`src/rtl/rom_scramble_reader.sv`:
```
// Reads a contiguous range of ROM words and writes each byte, bit-scrambled, to a destination RAM.
// It also keeps a running XOR checksum of the written data.
module rom_scramble_reader #(
  parameter int Depth = 5,
  parameter int Width = 8
) (
  input  logic             clk_i,
  input  logic             rst_i,
  input  logic             start_i,
  input  logic [Depth-1:0] base_i,
  input  logic [Depth-1:0] dst_i,
  input  logic [Depth:0]   count_i,
  output logic             rom_cs_no,
  output logic             rom_oe_o,
  output logic [Depth-1:0] rom_addr_o,
  input  logic [Width-1:0] rom_data_i,
  output logic             wr_en_o,
  output logic [Depth-1:0] wr_addr_o,
  output logic [Width-1:0] wr_data_o,
  output logic             busy_o,
  output logic             done_o,
  output logic [Width-1:0] sum_o
);

  typedef enum logic [2:0] {IDLE, SETUP, READ, WRITE, DONE} state_t;

  state_t           state_q, state_d;
  logic [Depth-1:0] base_q, dst_q;
  logic [Depth:0]   count_q, index_q, index_next;
  logic [Width-1:0] data_q, sum_q, scrambled;
  logic             rom_active;

  assign index_next = index_q + {{Depth{1'b0}}, 1'b1};
  assign scrambled  = {data_q[0], data_q[7], data_q[1], data_q[6],
                       data_q[2], data_q[5], data_q[3], data_q[4]};

  always_ff @(posedge clk_i or posedge rst_i) begin
    if (rst_i) state_q <= IDLE;
    else       state_q <= state_d;
  end

  always_comb begin
    state_d = state_q;
    case (state_q)
      IDLE:  if (start_i) state_d = (count_i == '0) ? DONE : SETUP;
      SETUP: state_d = READ;
      READ:  state_d = WRITE;
      WRITE: state_d = (index_next == count_q) ? DONE : SETUP;
      DONE:  state_d = IDLE;
      default: state_d = IDLE;
    endcase
  end

  // Job parameters are latched only on an accepted start, so later input changes are harmless.
  always_ff @(posedge clk_i or posedge rst_i) begin
    if (rst_i) begin
      base_q  <= '0;
      dst_q   <= '0;
      count_q <= '0;
      index_q <= '0;
      data_q  <= '0;
      sum_q   <= '0;
    end else begin
      case (state_q)
        IDLE: if (start_i) begin
          base_q  <= base_i;
          dst_q   <= dst_i;
          count_q <= count_i;
          index_q <= '0;
          sum_q   <= '0;
        end
        READ:  data_q <= rom_data_i;
        WRITE: begin
          sum_q   <= sum_q ^ scrambled;
          index_q <= index_next;
        end
        default: ;
      endcase
    end
  end

  // Addresses wrap modulo 2^Depth by truncating the index.
  assign rom_active = (state_q == SETUP) || (state_q == READ);
  assign rom_cs_no  = ~rom_active;
  assign rom_oe_o   = rom_active;
  assign rom_addr_o = base_q + index_q[Depth-1:0];
  assign wr_en_o    = (state_q == WRITE);
  assign wr_addr_o  = dst_q + index_q[Depth-1:0];
  assign wr_data_o  = scrambled;
  assign busy_o     = rom_active || (state_q == WRITE);
  assign done_o     = (state_q == DONE);
  assign sum_o      = sum_q;

endmodule

```
`config.mk`:
```
export PLATFORM = sky130hd
export DESIGN_NAME = rom_scramble_reader
export DESIGN_NICKNAME = d
export VERILOG_FILES = /design/src/rtl/rom_scramble_reader.sv
export SDC_FILE = /design/constraint.sdc
export NUM_CORES = 1
export LEC_CHECK = 0
export CAP_MARGIN = 5
export CORE_MARGIN = 3
export CORE_UTILIZATION = 52
export DETAILED_ROUTE_END_ITERATION = 6
export GPL_ROUTABILITY_DRIVEN = 1
export PLACE_DENSITY = 0.84
export SYNTH_ARGS = -nofsm -noshare
export SYNTH_HDL_FRONTEND = slang
export SYNTH_SLANG_ARGS = --single-unit
```
`constraint.sdc`:
```
create_clock -name clk_i -period 3.5 [get_ports clk_i]
set_input_delay 0.525 -clock clk_i [delete_from_list [all_inputs] [get_ports clk_i]]
set_output_delay 0.525 -clock clk_i [all_outputs]
set_load 0.005 [all_outputs]
```
==> run_1/clock_nets.png <==
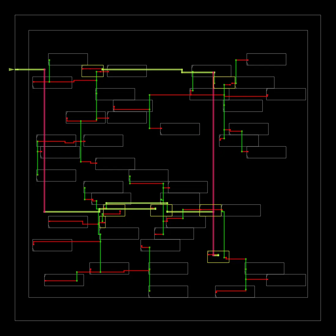
clock skew: 0.005898 ns
clk sink count: 41
Late-Pin Clk Latency: 0.30 ns
CTS buffer count: 5
number of clock buffers in the layout: 7

==> run_1/layers.png <==
Scale: 8 px per um. Two of the layers only.
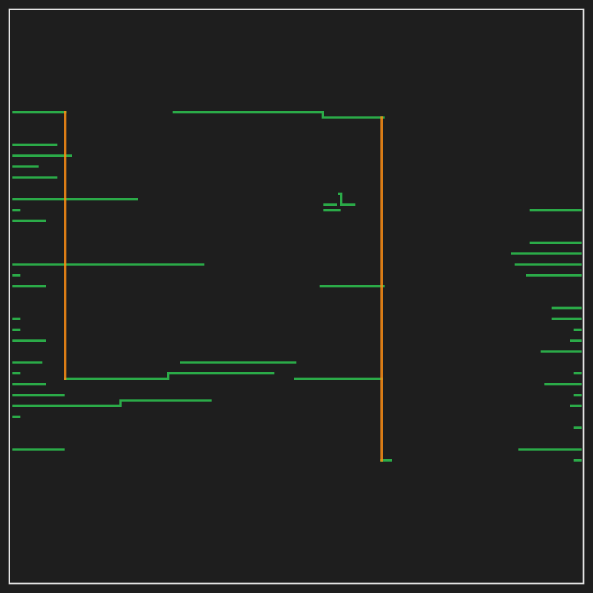
layer	color	wire length
M4	orange	76.2 um
M3	green	286 um
routed len/inst: 14.94 um
routed vias: 1,706
Tot GR Track Use: 0.1958
routed wire length: 4.677 mm

==> metrics.csv, run 1 <==
metric;value;unit
status;finished clean;
Slew HR;0.4855;
cycle use final;0.8280;
core area;4086;um^2
critical path type;flip-flop to output port;
fp_density;0.5475;
Pleak;1.278;nW
top_reg_cell synth;dfrtp_1;
TAP cells;50;
worst path bufs/invs;3;
Power Dens Cells;978.6;nW/um^2
Crit-path slowest cell;clkdlybuf4s50_1;
share of power burned in combinational logic;0.557;
buffering overhead;0.2024;
highest routed layer;met4;
Chip Area, Yosys;2237;um^2
fillcell total;313;
synth warn;0;
achievable frequency;0.3451;GHz
Async SR Flop Fraction;1.000;
input/output buffers;57;
FF-to-FF setup slack;1.47;ns
root buffer cell;clkbuf_8;
Resize count post-CTS;0;
total gr overflow;0;
critical path's largest stage delay;0.52;ns
stage-log warning count;26;
Main logic family;simple AND/OR/NAND/NOR gates;
fin util;0.7079;
unrepaired setup endpoints after global routing;false;
Seq area share;0.3547;
minimum clock period;2.898;ns
cell family with most CP delay;buffers and inverters;
Hold-fix buffers, CTS;0;
Max Slew Vio Count;0;
FFs & Latches;41;
Comb area share;0.3746;
most common cell in the synthesized netlist;dfrtp_1;
hold depth;1;
worst slew pin tran;0.7684;ns
cell count along the critical path;8;
sw frac;0.3635;
Metal-1 WL;2.214;mm
XOR Share, Synth;0.07271;
post-route insts no fill;313;
==> run_1/closeup.png <==
Region (44, 44) to (64, 64) um. Cells in gray, sequential cells in the stronger gray; small squares are vias.
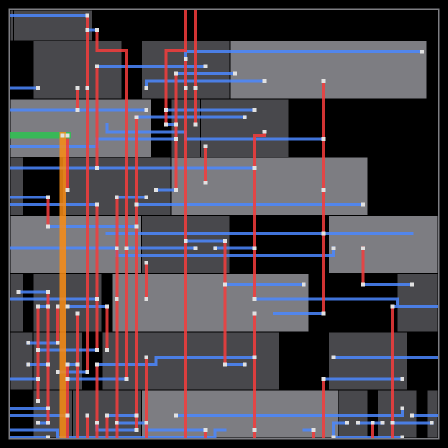
layer	color
M4	orange
M1	blue
M3	green
M2	red
sequential cells in the window	7
netlist names of flops here include	`count_q` (5), `base_q` (2)
cells with their middle in the window	23
most frequent	dfrtp_1 (7), mux2_1 (4)

[run 1: power by group through the flow]
stage	clock network (mW)	logic [mW]	registers (mW)
2_1_floorplan	0	0.938	0.859
6_report	0.312	1.58	0.941
3_5_place_dp	0	1.59	0.948
5_1_grt	0.341	1.75	0.981
4_1_cts	0.322	1.60	0.941
3_3_place_gp	0	1.53	0.937
[run 1: metal layers]
layer,vias up,track usage
met4,0,0.07933
met2,52,0.2878
met1,827,0.2712
met5,-,0
met3,5,0.06031
li1,822,-
[run 1: layout by cell type, fill, tap and decap left out, drive strengths merged, types with 5 or more instances in the layout]
cell,synthesis,layout
ha,9,9
dfrtp,41,41
inv,13,13
clkbuf,1,7
nor2,15,15
a21oi,5,5
mux2,22,22
clkdlybuf4s50,0,57
xor2,7,7
o21ai,26,26
xnor2,9,9
nand2,17,17
==> run_1/port_trees.png <==
Scale: 4 px per um.
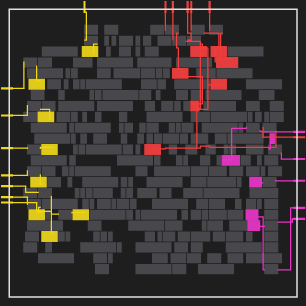

--- run 2 (diff from run 1) ---
--- a/config.mk
+++ b/config.mk
@@ -7,10 +7,10 @@
 export LEC_CHECK = 0
 export CAP_MARGIN = 5
 export CORE_MARGIN = 3
-export CORE_UTILIZATION = 52
+export CORE_UTILIZATION = 49
 export DETAILED_ROUTE_END_ITERATION = 6
 export GPL_ROUTABILITY_DRIVEN = 1
-export PLACE_DENSITY = 0.84
+export PLACE_DENSITY = 0.8
 export SYNTH_ARGS = -nofsm -noshare
 export SYNTH_HDL_FRONTEND = slang
 export SYNTH_SLANG_ARGS = --single-unit
==> constraint.sdc (replaced) <==
create_clock -name clk_i -period 2.9 [get_ports clk_i]
set_input_delay 0.435 -clock clk_i [delete_from_list [all_inputs] [get_ports clk_i]]
set_output_delay 0.435 -clock clk_i [all_outputs]
set_load 0.005 [all_outputs]
==> run_2/port_trees.png <==
Scale: 4 px per um.
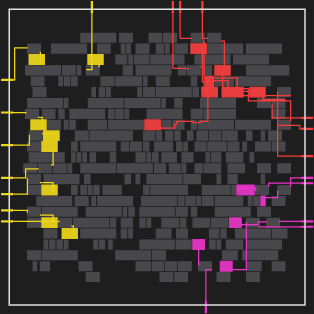
port	color	bits	direction	end cells	wire
`rom_addr_o`	magenta	5	output	5	80.1 um
`rom_data_i`	yellow	8	input	8	98.4 um
`count_i`	red	6	input	8	213 um
I/O pins: 58
input/output buffers: 57

==> run_2/closeup.png <==
Region (45, 45) to (65, 65) um. Cells in gray, sequential cells in the stronger gray; small squares are vias.
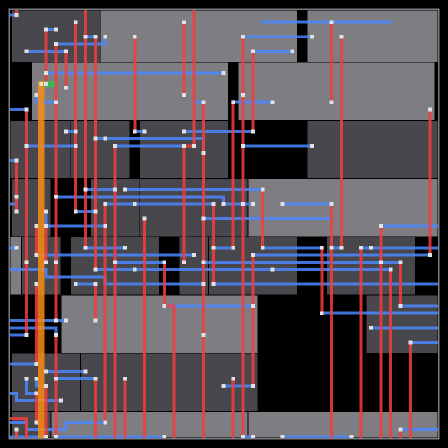
layer	color
M3	green
M2	red
M1	blue
M4	orange
most frequent	dfrtp_1 (6), mux2_1 (4), clkdlybuf4s50_1 (2)
cells with their middle in the window	22
netlist names of flops here include	`count_q` (5), `dst_q` (1)
sequential cells in the window	6

==> run 2 against run 1 <==
Compared with the run above: first-iteration DRC count decreased by 8.1%; global-route usage shrank 0.51 points; via count rose by 1.2%; design area is 2.1% higher; non-clock buffer count rose by 1; critical endpoint unchanged.
==> metrics.csv, run 2 <==
metric;value;unit;change
routed wire length;4.785;mm;was 4.677 mm
Chip Area, Yosys;2237;um^2;unchanged
fp_density;0.5325;;was 0.5475
flip-flop and latch power;1.15;mW;was 0.941 mW
H-tree Lvls;2;;unchanged
hold depth;1;;unchanged
Slew HR;0.6376;;was 0.4855
total gr overflow;0;;unchanged
sw frac;0.3511;;was 0.3635
Unique cell types;40;;unchanged
stage-log warning count;26;;unchanged
minimum clock period;2.725;ns;
clock skew;0.003128;ns;was 0.005898 ns
unrepaired setup endpoints after global routing;false;;unchanged
most numerous logic cells after layout;clkdlybuf4s50_1 (57), dfrtp_1 (40), o21ai_0 (20);;was clkdlybuf4s50_1 (57), dfrtp_1 (41), o21ai_0 (20)
Resize count post-CTS;0;;unchanged
cycle use final;0.9397;;
status;finished clean;;unchanged
XOR Share, Synth;0.07271;;unchanged
FF-to-FF setup slack;1.03;ns;was 1.47 ns
Tot GR Track Use;0.1907;;was 0.1958
critical path's largest stage delay;0.51;ns;was 0.52 ns
final hold violations;0;;unchanged
core area;4202;um^2;was 4086 um^2
routed vias;1727;;was 1,706
share of power burned in combinational logic;0.529;;was 0.557
routed len/inst;15.19;um;was 14.94 um
commonest cells in the netlist;dfrtp_1 (41), o21ai_0 (20), mux2_2 (17), nand2_1 (17), nor2_1 (14);;unchanged
achievable frequency;0.3670;GHz;
P_clk;0.551;mW;was 0.312 mW
synth warn;0;;unchanged
Power Dens Cells;1222;nW/um^2;was 978.6 nW/um^2
post-route insts no fill;315;;was 313
top logic cell by instance count in the layout;clkdlybuf4s50_1;;unchanged
fin util;0.7028;;was 0.7079
critical path type;flip-flop to output port;;unchanged
Main logic family;simple AND/OR/NAND/NOR gates;;unchanged
Comb. pwr;1.91;mW;was 1.58 mW
Max Slew Vio Count;0;;unchanged
Crit-path slowest cell;clkdlybuf4s50_1;;unchanged
clk sink count;41;;unchanged
most common cell in the synthesized netlist;dfrtp_1;;unchanged
worst slew pin tran;0.5413;ns;was 0.7684 ns
run 2: cell type report:
class	count	area [um^2]
tap	50	62.56
timing repair buffer	60	593.1
sequential	41	1027
clock inverter	3	68.82
inverter	13	48.80
multi-input combinational	143	1084
clock buffer	5	68.82
fill	323	1249
run 2: worst max-delay path, delay by kind of cell (launching register included):
kind	cells	cell delay, ns
buf+inv	3	0.62
flops	1	0.48
xor+xnor	1	0.13
fa+ha+maj	2	0.41
compound gates	2	0.35
run 2: layer usage:
layer | wire (um) | GRT usage | up-vias | part of all wire
li1 | - | - | 821 | -
met1 | 2134 | 0.2566 | 832 | 0.45
met2 | 2260 | 0.2953 | 66 | 0.47
met3 | 324 | 0.05335 | 8 | 0.068
met4 | 65 | 0.06640 | 0 | 0.014
met5 | 0 | 0 | - | 0
Power is estimated from default activity; no workload was simulated.
